Placement view:
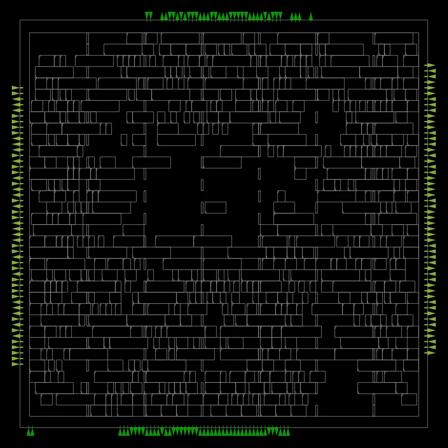
Cell classes on the final placement:
Fill, decap, tap and diode cells in grey.
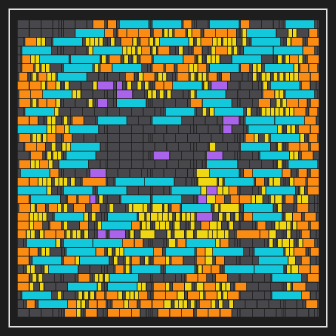
Sizing map:
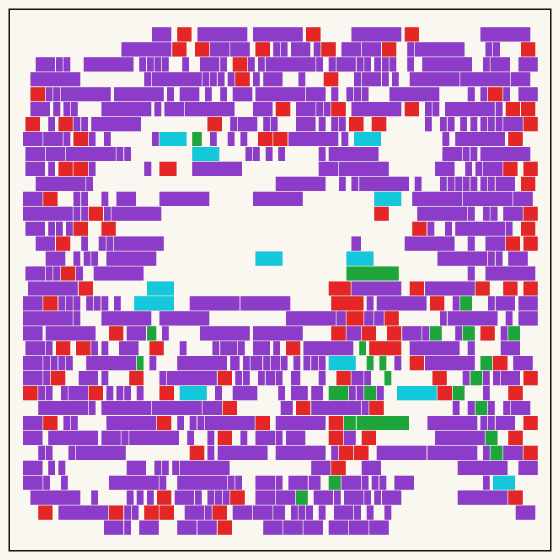
Wiring by layer:
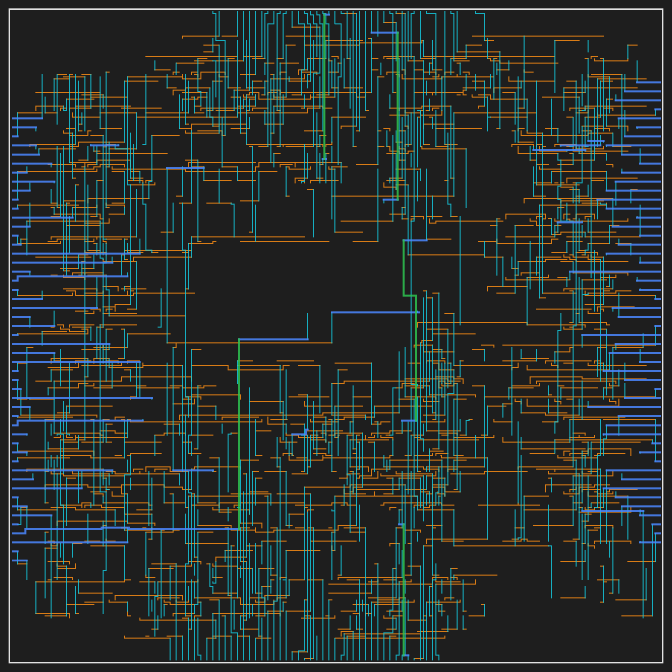
==> config.mk <==
export PLATFORM = sky130hd
export DESIGN_NAME = memory_responder
export DESIGN_NICKNAME = d
export VERILOG_FILES = /design/src/rtl/memory_pkg.sv /design/src/rtl/memory_responder.sv
export SDC_FILE = /design/constraint.sdc
export NUM_CORES = 1
export LEC_CHECK = 0
export ABC_AREA = 1
export CAP_MARGIN = 20
export CORE_MARGIN = 2
export CORE_UTILIZATION = 41
export CTS_BUF_LIST = sky130_fd_sc_hd__clkbuf_2 sky130_fd_sc_hd__clkbuf_4 sky130_fd_sc_hd__clkbuf_8
export DETAILED_ROUTE_END_ITERATION = 10
export GPL_ROUTABILITY_DRIVEN = 0
export PLACE_DENSITY = 0.87
export RECOVER_POWER = 25
export SLEW_MARGIN = 15
export SYNTH_ARGS = -nofsm -noshare
export SYNTH_HDL_FRONTEND = slang
export SYNTH_SLANG_ARGS = --single-unit
==> constraint.sdc <==
create_clock -name clk -period 1.7 [get_ports clk]
set_clock_uncertainty 0.15 [all_clocks]
set_input_delay 0.255 -clock clk [delete_from_list [all_inputs] [get_ports clk]]
set_output_delay 0.255 -clock clk [all_outputs]
set_load 0.05 [all_outputs]
==> impl_metrics.toml <==
# yosys + openroad results
[clock_tree]
cts.sinks = 91
cts_tree = "yes"
htree_levels = 3
cts_made_buffers = 9

[finish]
nFillCells = 721

[critical_path]
endpoint_kind = "flop"
crit_required_ns = 1.77
max_stage_delay_ns = 0.47
critPathMaxFanout = 11
crit_slowest_cell = "dfrtp_2"
r2r_cells = 6

[synth]
simple_gate_area_frac = 0.305
ys_sh_aoi = 0.0172
synthTopCellsByArea = "dfrtp_1, nand2_1, nand2_2"
adder_share = 0.00343
syn-cell-area_mm2 = 0.00364
largest_area_cell = "dfrtp_1"
ys_sh_xor = 0.00481
yosys-mux-area-fraction = 0
synth.avg_cell_area_um2 = 8.91
ff_type = "dfrtp_1"
ys_area_mm2 = 0.00364

[floorplan]
die_w_um = 98.3
dieArea_mm2 = 0.00966
io_pins = 187

[routing]
wl_per_cell_um = 13.0
route.detailed.drc = 0
vias_per_cell = 4.67

[status]
outcome = "finished, final reports clean"

[sta]
period_minus_slack_ns = 1.64
finalSetupTns_ns = 0
period_used_share = 0.968
max_freq_ghz = 0.608
timing.hold.ws_ns = 0.279

[pwr]
power_uw = 5830
vdd_ir_drop_max_uv = 634

[placement]
port_buffers = 184
place_hpwl_um = 6850

[grt]
grt_max_degree = 92
grt_usage = 0.197
gr-total-overflow = 0
antenna_found_initial = 0

[flow_run]
cap_violations = 0
Back to the opening pictures, 'placement view':
row count: 34
Layout Utilization: 0.652
Flops: 91

Back to the opening pictures, 'cell classes on the final placement':
colour	class	cells	share of their area
purple	clock drivers and dummy loads	16	3.1%
yellow	all other logic	302	23%
cyan	flip-flops	91	41%
orange	other buffers and delay cells	203	33%
post-route cell area: 0.00566 mm2
fraction of area in registers: 0.403
core area: 0.00868 mm2

Back to the opening pictures, 'sizing map':
colour	size	cells	share
green	drive 2	24	3.9%
red	drive 3 to 4	107	17%
cyan	drive 6 and up	12	2.0%
purple	drive 1 or less	469	77%
setup ws final: 0.0551 ns
count of non-CTS buffers in the layout: 203
Area Overhead vs Synth: 55.2%

Back to the opening pictures, 'wiring by layer':
colour	layer	wire length
blue	met3	679 um
orange	met1	3,920 um
cyan	met2	4,610 um
green	met4	124 um
WL final: 9330 um
vias: 3,362

==> stage by stage <==
| stage | setup WS, ns | instances |
|---|---|---|
| 3_5_place_dp | -0.233 | 702 |
| 6_report | 0.0551 | 720 |
| 3_3_place_gp | -0.177 | 702 |
| 4_1_cts | 0.0151 | 719 |
| 5_1_grt | -0.0113 | 720 |
| 2_1_floorplan | 0.147 | 409 |
==> layout by cell type (no fill, tap or decap), types with 5 or more instances in the layout <==
master             n
buf_4             98
dfrtp_1           89
clkdlybuf4s50_1  100
nand2_1          238
nand2_2           12
o21ai_0            6
clkbuf_8           9
inv_1              9
inv_2              5
nor2_1            12
==> logic make-up (layout without fill, tap and decap cells) <==
logic type | Yosys count | after routing
AND/OR/NAND/NOR | 274 | 274
flip-flops | 91 | 91
buffers and inverters | 30 | 233
AND-OR/OR-AND | 11 | 11
XOR/XNOR | 2 | 2
adder cells (fa/ha/maj) | 1 | 1
==> worst max-delay path, delay by kind of cell, from the launching register on <==
family	cells	cell delay, ns
compound gates	1	0.16
buf+inv	2	0.28
simple gates	3	0.47
flops	1	0.47
==> cell type report <==
cell class	instances	area [um2]	area share
flip-flops and latches	91	2280	0.403
repair buffers	203	1810	0.319
multi-input cells	288	1210	0.214
well taps	108	135	0.0239
clock buffers	10	131	0.0232
inverters	14	52.6	0.00929
clock inverters	6	42.5	0.00752
==> report_power, final <==
group	switching, uW	internal [uW]
sequential	142	2410
combinational	1300	667
clock	763	548
==> repair_timing <==
item | in CTS | in global routing
endpoints found under the setup margin | 1 | 39
hold buffers | 1 | 0
endpoints found under the hold margin | 91 | 0
pin swaps | 1 | 1
gates resized | 0 | 1
buffers inserted | 0 | 1
==> routing by layer <==
layer  global-route usage  routed length, um  up-vias
met5                    0                  0        -
met4               0.0674                124        0
met3               0.0537                679       11
met2                0.328               4610      130
met1                0.248               3920     1585
li1                     -                  -     1636
